## src/rtl/pipe_seq_ctrl_pkg.sv

```systemverilog
// Shared types and defaults for the pipeline sequencer: state encoding, the per-cycle
// stage-control bundle and the stall/freeze/advance priority rule.
package pipe_seq_ctrl_pkg;

   localparam int unsigned DefBootCycles = 2;
   localparam int unsigned DefMemTimeout = 16;
   localparam int unsigned DefStallCntW  = 16;

   // Sized for the largest legal BOOT_CYCLES (15) and MEM_TIMEOUT (255).
   localparam int unsigned BootCntW = 4;
   localparam int unsigned WaitCntW = 8;

   typedef enum logic [1:0] {
      StBoot    = 2'd0,
      StRun     = 2'd1,
      StMemWait = 2'd2,
      StHalt    = 2'd3
   } seq_state_e;

   typedef struct packed {
      logic pc_le;
      logic npc_le;
      logic if_id_le;
      logic id_ex_le;
      logic ex_mem_le;
      logic mem_wb_le;
      logic flush_d;
      logic flush_e;
   } pipe_ctrl_t;

   // Memory wait freezes everything; a hazard holds the front end and bubbles ID/EX;
   // otherwise the pipe advances and the annul flush rides on the IF/ID load.
   function automatic pipe_ctrl_t pipe_ctrl(input logic busy, input logic stall,
                                            input logic annul);
      pipe_ctrl_t c;
      c = '0;
      if (!busy) begin
         if (stall) begin
            c.id_ex_le  = 1'b1;
            c.flush_e   = 1'b1;
            c.ex_mem_le = 1'b1;
            c.mem_wb_le = 1'b1;
         end else begin
            c.pc_le     = 1'b1;
            c.npc_le    = 1'b1;
            c.if_id_le  = 1'b1;
            c.id_ex_le  = 1'b1;
            c.ex_mem_le = 1'b1;
            c.mem_wb_le = 1'b1;
            c.flush_d   = annul;
         end
      end
      return c;
   endfunction

endpackage

```

## src/rtl/sat_counter.sv

```systemverilog
// Saturating up-counter with synchronous clear; clear wins over increment.
module sat_counter #(
   parameter int unsigned W = 16
) (
   input  logic         clk,
   input  logic         rst,
   input  logic         inc,
   input  logic         clr,
   output logic [W-1:0] count
);

   logic [W-1:0] count_q, count_d;

   always_comb begin
      count_d = count_q;
      if (clr) begin
         count_d = '0;
      end else if (inc && (count_q != '1)) begin
         count_d = count_q + 1'b1;
      end
   end

   always_ff @(posedge clk or posedge rst) begin
      if (rst) begin
         count_q <= '0;
      end else begin
         count_q <= count_d;
      end
   end

   assign count = count_q;

endmodule

```

## src/rtl/pipe_seq_ctrl.sv

```systemverilog
// Pipeline sequencer: boot hold, hazard/memory-wait stage enables, annul flush,
// memory-timeout halt and a saturating front-end stall counter.
module pipe_seq_ctrl
   import pipe_seq_ctrl_pkg::*;
#(
   parameter int unsigned BOOT_CYCLES = DefBootCycles,
   parameter int unsigned MEM_TIMEOUT = DefMemTimeout,
   parameter int unsigned STALL_CNT_W = DefStallCntW
) (
   input  logic                   clk,
   input  logic                   rst,
   input  logic                   hazard_stall,
   input  logic                   dmem_busy,
   input  logic                   annul_req,
   input  logic                   clr_stats,
   output logic                   PC_LE,
   output logic                   nPC_LE,
   output logic                   IF_ID_LE,
   output logic                   ID_EX_LE,
   output logic                   EX_MEM_LE,
   output logic                   MEM_WB_LE,
   output logic                   flush_D,
   output logic                   flush_E,
   output logic                   halted,
   output logic                   mem_timeout,
   output logic [STALL_CNT_W-1:0] stall_cycles
);

   localparam logic [BootCntW-1:0] BootLast   = BootCntW'(BOOT_CYCLES - 1);
   localparam logic [WaitCntW-1:0] TimeoutVal = WaitCntW'(MEM_TIMEOUT);

   seq_state_e             state_q, state_d;
   logic [BootCntW-1:0]    boot_cnt_q, boot_cnt_d;
   logic [WaitCntW-1:0]    wait_cnt_q, wait_cnt_d;
   logic                   mem_timeout_q, mem_timeout_d;
   pipe_ctrl_t             ctrl;
   logic                   stall_inc;

   always_comb begin
      state_d       = state_q;
      boot_cnt_d    = boot_cnt_q;
      wait_cnt_d    = wait_cnt_q;
      mem_timeout_d = mem_timeout_q;
      ctrl          = '0;
      halted        = 1'b0;
      stall_inc     = 1'b0;

      unique case (state_q)
         StBoot: begin
            boot_cnt_d = boot_cnt_q + 1'b1;
            if (boot_cnt_q == BootLast) begin
               state_d = StRun;
            end
         end
         StRun: begin
            ctrl      = pipe_ctrl(dmem_busy, hazard_stall, annul_req);
            stall_inc = ~ctrl.pc_le;
            if (dmem_busy) begin
               state_d    = StMemWait;
               wait_cnt_d = WaitCntW'(1);
            end
         end
         StMemWait: begin
            ctrl      = pipe_ctrl(dmem_busy, hazard_stall, annul_req);
            stall_inc = ~ctrl.pc_le;
            if (dmem_busy) begin
               wait_cnt_d = wait_cnt_q + 1'b1;
               if (wait_cnt_d == TimeoutVal) begin
                  state_d       = StHalt;
                  mem_timeout_d = 1'b1;
               end
            end else begin
               state_d    = StRun;
               wait_cnt_d = '0;
            end
         end
         StHalt: begin
            halted = 1'b1;
         end
         default: begin
            state_d = StBoot;
         end
      endcase
   end

   always_ff @(posedge clk or posedge rst) begin
      if (rst) begin
         state_q       <= StBoot;
         boot_cnt_q    <= '0;
         wait_cnt_q    <= '0;
         mem_timeout_q <= 1'b0;
      end else begin
         state_q       <= state_d;
         boot_cnt_q    <= boot_cnt_d;
         wait_cnt_q    <= wait_cnt_d;
         mem_timeout_q <= mem_timeout_d;
      end
   end

   sat_counter #(
      .W (STALL_CNT_W)
   ) u_stall_cnt (
      .clk   (clk),
      .rst   (rst),
      .inc   (stall_inc),
      .clr   (clr_stats),
      .count (stall_cycles)
   );

   assign PC_LE       = ctrl.pc_le;
   assign nPC_LE      = ctrl.npc_le;
   assign IF_ID_LE    = ctrl.if_id_le;
   assign ID_EX_LE    = ctrl.id_ex_le;
   assign EX_MEM_LE   = ctrl.ex_mem_le;
   assign MEM_WB_LE   = ctrl.mem_wb_le;
   assign flush_D     = ctrl.flush_d;
   assign flush_E     = ctrl.flush_e;
   assign mem_timeout = mem_timeout_q;

endmodule

```

## config.mk

```make
export PLATFORM = sky130hd
export DESIGN_NAME = pipe_seq_ctrl
export DESIGN_NICKNAME = d
export VERILOG_FILES = /design/src/rtl/pipe_seq_ctrl_pkg.sv /design/src/rtl/sat_counter.sv /design/src/rtl/pipe_seq_ctrl.sv
export SDC_FILE = /design/constraint.sdc
export NUM_CORES = 1
export LEC_CHECK = 0
export CELL_PAD_IN_SITES_DETAIL_PLACEMENT = 1
export CELL_PAD_IN_SITES_GLOBAL_PLACEMENT = 2
export CORE_MARGIN = 3
export CORE_UTILIZATION = 35
export DETAILED_ROUTE_END_ITERATION = 7
export GPL_TIMING_DRIVEN = 0
export PLACE_DENSITY = 0.83
export SYNTH_ARGS = -nofsm -noshare
export SYNTH_HDL_FRONTEND = slang
export SYNTH_HIERARCHICAL = 1
export SYNTH_SLANG_ARGS = --single-unit
```

## constraint.sdc

```tcl
create_clock -name clk -period 4.7 [get_ports clk]
set_clock_uncertainty 0.2 [all_clocks]
set_input_delay 0.94 -clock clk [delete_from_list [all_inputs] [get_ports clk]]
set_output_delay 0.94 -clock clk [all_outputs]
set_load 0.01 [all_outputs]
```

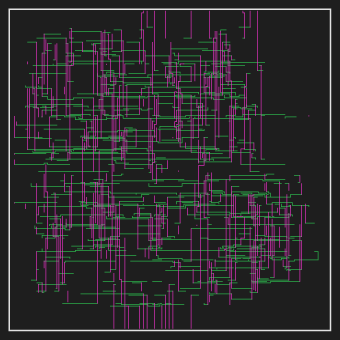
Fig. 1. Routed metal, one color a layer (run 1).
Drawn at 4 px/um. Two of the layers only.
met2: shown in magenta, wire length 2350 um. met1: shown in green, wire length 2430 um.
Total GRT Usage: 17.2%
wire per inst: 16.1 um
routed wire length: 4.98 mm
via count: 1666

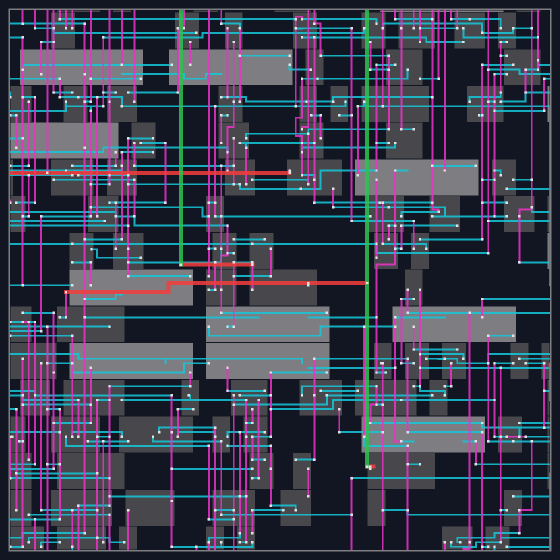
Fig. 2. Zoomed window (run 1).
Region (20, 20) to (60, 60) um. Cells in gray, sequential cells in the stronger gray; small squares are vias.
met4: shown in green. met1: shown in cyan. met2: shown in magenta. met3: shown in red.
Sequential cells in the window: 10. Most frequent: nand2_1 (10), dfrtp_1 (10), a21oi_1 (7). 90 logic cells have their middle in the window. Netlist names of flops here include u_stall_cnt/count (6), wait_cnt_q (3).

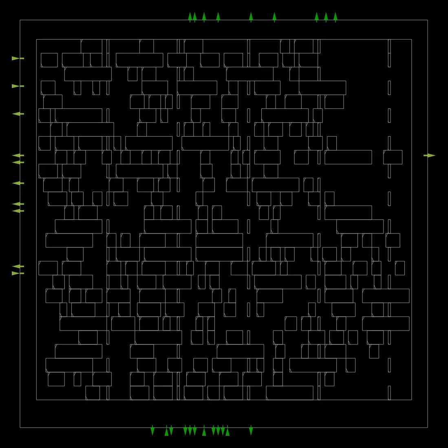
Fig. 3. Cell outlines without signal wires (run 1).
row cnt: 26
layout filler cell count: 623
flop share of the area: 32.3%
final std cells w/o fill: 310

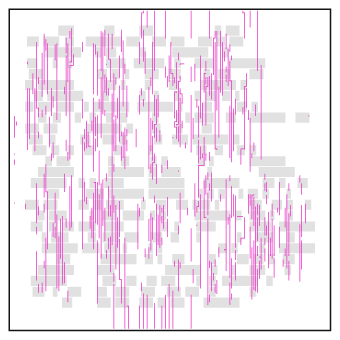
Fig. 4. Metal 2 (run 1).
Drawn at 4 px/um. Cells faint in the background.
The layer carries 2350 um of wire. 225 nets have wire on it.
GR Layer Usage met2: 27.7%

==> changes_impl.md, run 1 <==
### Changed

- Final Core Density: between 40% and 50%
- Port Buffer Count: 30
- Die footprint: around 6400 um^2
- Worst EP required: about 3.6 ns
- Crit Path Max Fanout: 7
- Comb pwr: about 330 uW
- Status: complete, no violations
- Reg2Reg Setup Slack: between 1.5 and 2 ns
- Register area: roughly 780 um^2
- Clock buffer depth: 2
- Cts-stage hold buffer count: 0
- Data buffer area share: ~16%
- Worst hold slack: between 0.2 and 0.3 ns
- Critical path endpoint: flush_D
- Critical path origin: dmem_busy
- Flip-flop and latch power: about 360 uW
- P_int: about 610 uW
- Invs w/o clock: 8
- Worst Setup End Kind: output port
- Share of cells above drive strength 1: about an eighth
- Initial drt markers: slightly above 70
- VDD IR max: 283 uV
- Post-route cell area: between 2000 and 2500 um^2
- F_max: roughly 0.25 GHz
- Synthesized area per cell: 9.48 um^2
- Vias in the first global route: ~1700
- Setup bufs post-CTS: 0
- Clk latency late pin: roughly 0.28 ns
- Post-DP HPWL: around 3.7 mm
- # resized after CTS: 0
- Clk pwr: ~240 uW
- Main synth FF type: dfrtp_1
-- run 1: worst max-delay path: stages --
cell	delay, ns
clkdlybuf4s50_1	0.53
nor2b_1	0.35
nor2b_1	0.34
and2_1	0.17
clkdlybuf4s50_1	0.53
-- run 1: logic make-up (layout without fill, tap and decap cells) --
group,after synthesis,count (layout)
AND/OR/NAND/NOR,81,81
AND-OR/OR-AND,51,51
flip-flops,31,31
buffers and inverters,20,58
adder cells (fa/ha/maj),10,10
multiplexers,5,5
XOR/XNOR,4,4
-- run 1: registers in the layout (all words and copies together) (netlist names) --
signal / flops
u_stall_cnt/count: 16
wait_cnt_q: 8
boot_cnt_q: 4
state_q: 2
mem_timeout: 1
Fig. 5: run 1, pin placement
Drawn at 6 px/um. Pins as bars across the die edge, other pins in gray.
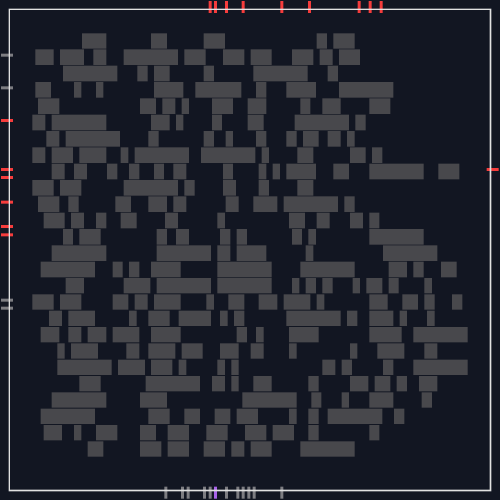

--- run 2 (diff from run 1) ---
GPL_TIMING_DRIVEN = not set   (was 0)
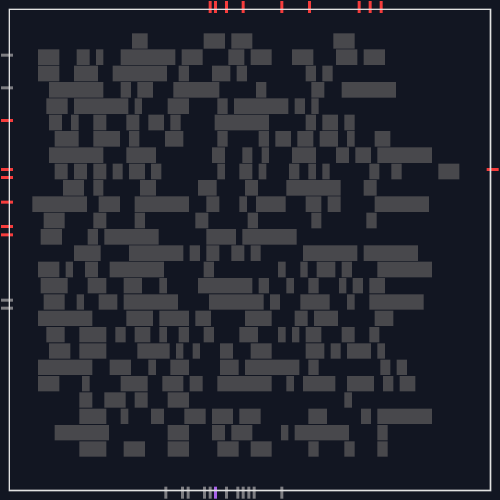
Fig. 6. Pin placement (run 2).
Drawn at 6 px/um. Pins as bars across the die edge, other pins in gray.
ID_EX_LE: shown in purple, pins 1, direction output, edge south. stall_cycles: shown in red, pins 16, direction output, edge 9 north, 6 west, 1 east.
All pins by edge: 12 south, 10 west, 9 north, 1 east.
DIE WIDTH: 80.0 um
Port Buffer Count: 31
die boundary height: 80.0 um

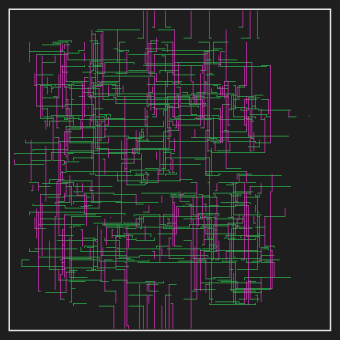
Fig. 7. Routed metal, one color a layer (run 2).
Drawn at 4 px/um. Two of the layers only.
Total GRT Usage: 16.3%
routed wire length: 4.72 mm
wire per inst: 15.8 um
via count: 1618

==> run 2 against run 1 <==
  * Synthesized cell count stayed put
  * Count of clock-buffer cells in the layout is 1 lower
  * Design area is 3.5% lower
  * Hold slack worse by 0.0046 ns
  * Non-clock buffer count is 11 lower
  * Die area stayed put
  * Total power is 6.3% lower
  * Final cell count is 3.5% lower
  * Register-to-register slack worse by 0.05 ns
  * Critical path type unchanged
==> changes_impl.md, run 2 <==
### Changed

- Final Core Density: between 40% and 50%
- CP max stage delay: around 0.53 ns
- P_int: 559 uW
- Invs w/o clock: 8
- Synthesized area per cell: roughly 9.5 um^2
- Crit-path slowest cell: clkdlybuf4s50_1
- Crit Path Max Fanout: 7
- Post-DP HPWL: roughly 3.5 mm
- Reg2Reg Setup Slack: about 1.9 ns
- Setup bufs post-CTS: 0
- Clock buffer depth: 2
- Initial drt markers: roughly 44
- Vias in the first global route: approximately 1600
- GR Layer Usage met2: 25.5%
- Row cnt: 26
- Data buffer area share: between 10% and 20%
- Share of cells above drive strength 1: just under 9%
- Clk latency late pin: approximately 0.28 ns
- Max FFs per register: 16
- Layout filler cell count: 635
- Die footprint: 6390 um^2
- Status: complete, no violations
- Worst EP required: 3.56 ns
- Clk pwr: 207 uW
- Worst Setup End Kind: output port
- Cts-stage hold buffer count: 0
==> run 2: cell counts after synthesis <==
No cell type changed its count.
==> run 2: through the flow <==
step                      cell area, um^2  hold slack [ns]
final                                2320            0.263
after global routing                 2320            0.291
after CTS                            2320            0.269
after detailed placement             2240            0.253
after global placement               2240            0.249
after floorplan                      1910            0.238
==> run 2: how the worst max path moves through the flow <==
stage / from / to / slack (ns)
final: dmem_busy / flush_D / 0.84
after global routing: dmem_busy / flush_D / 0.70
after CTS: dmem_busy / flush_D / 0.81
after detailed placement: dmem_busy / flush_D / 0.81
after global placement: dmem_busy / flush_D / 0.89
after floorplan: dmem_busy / flush_D / 1.76
==> run 2: critical path: cells and delay by family <==
kind,cells,cell delay [ns]
and+or+nand+nor,3,0.72
buffers and inverters,2,1.05
Power figures rest on the tool's default switching activity, not on a simulated workload.
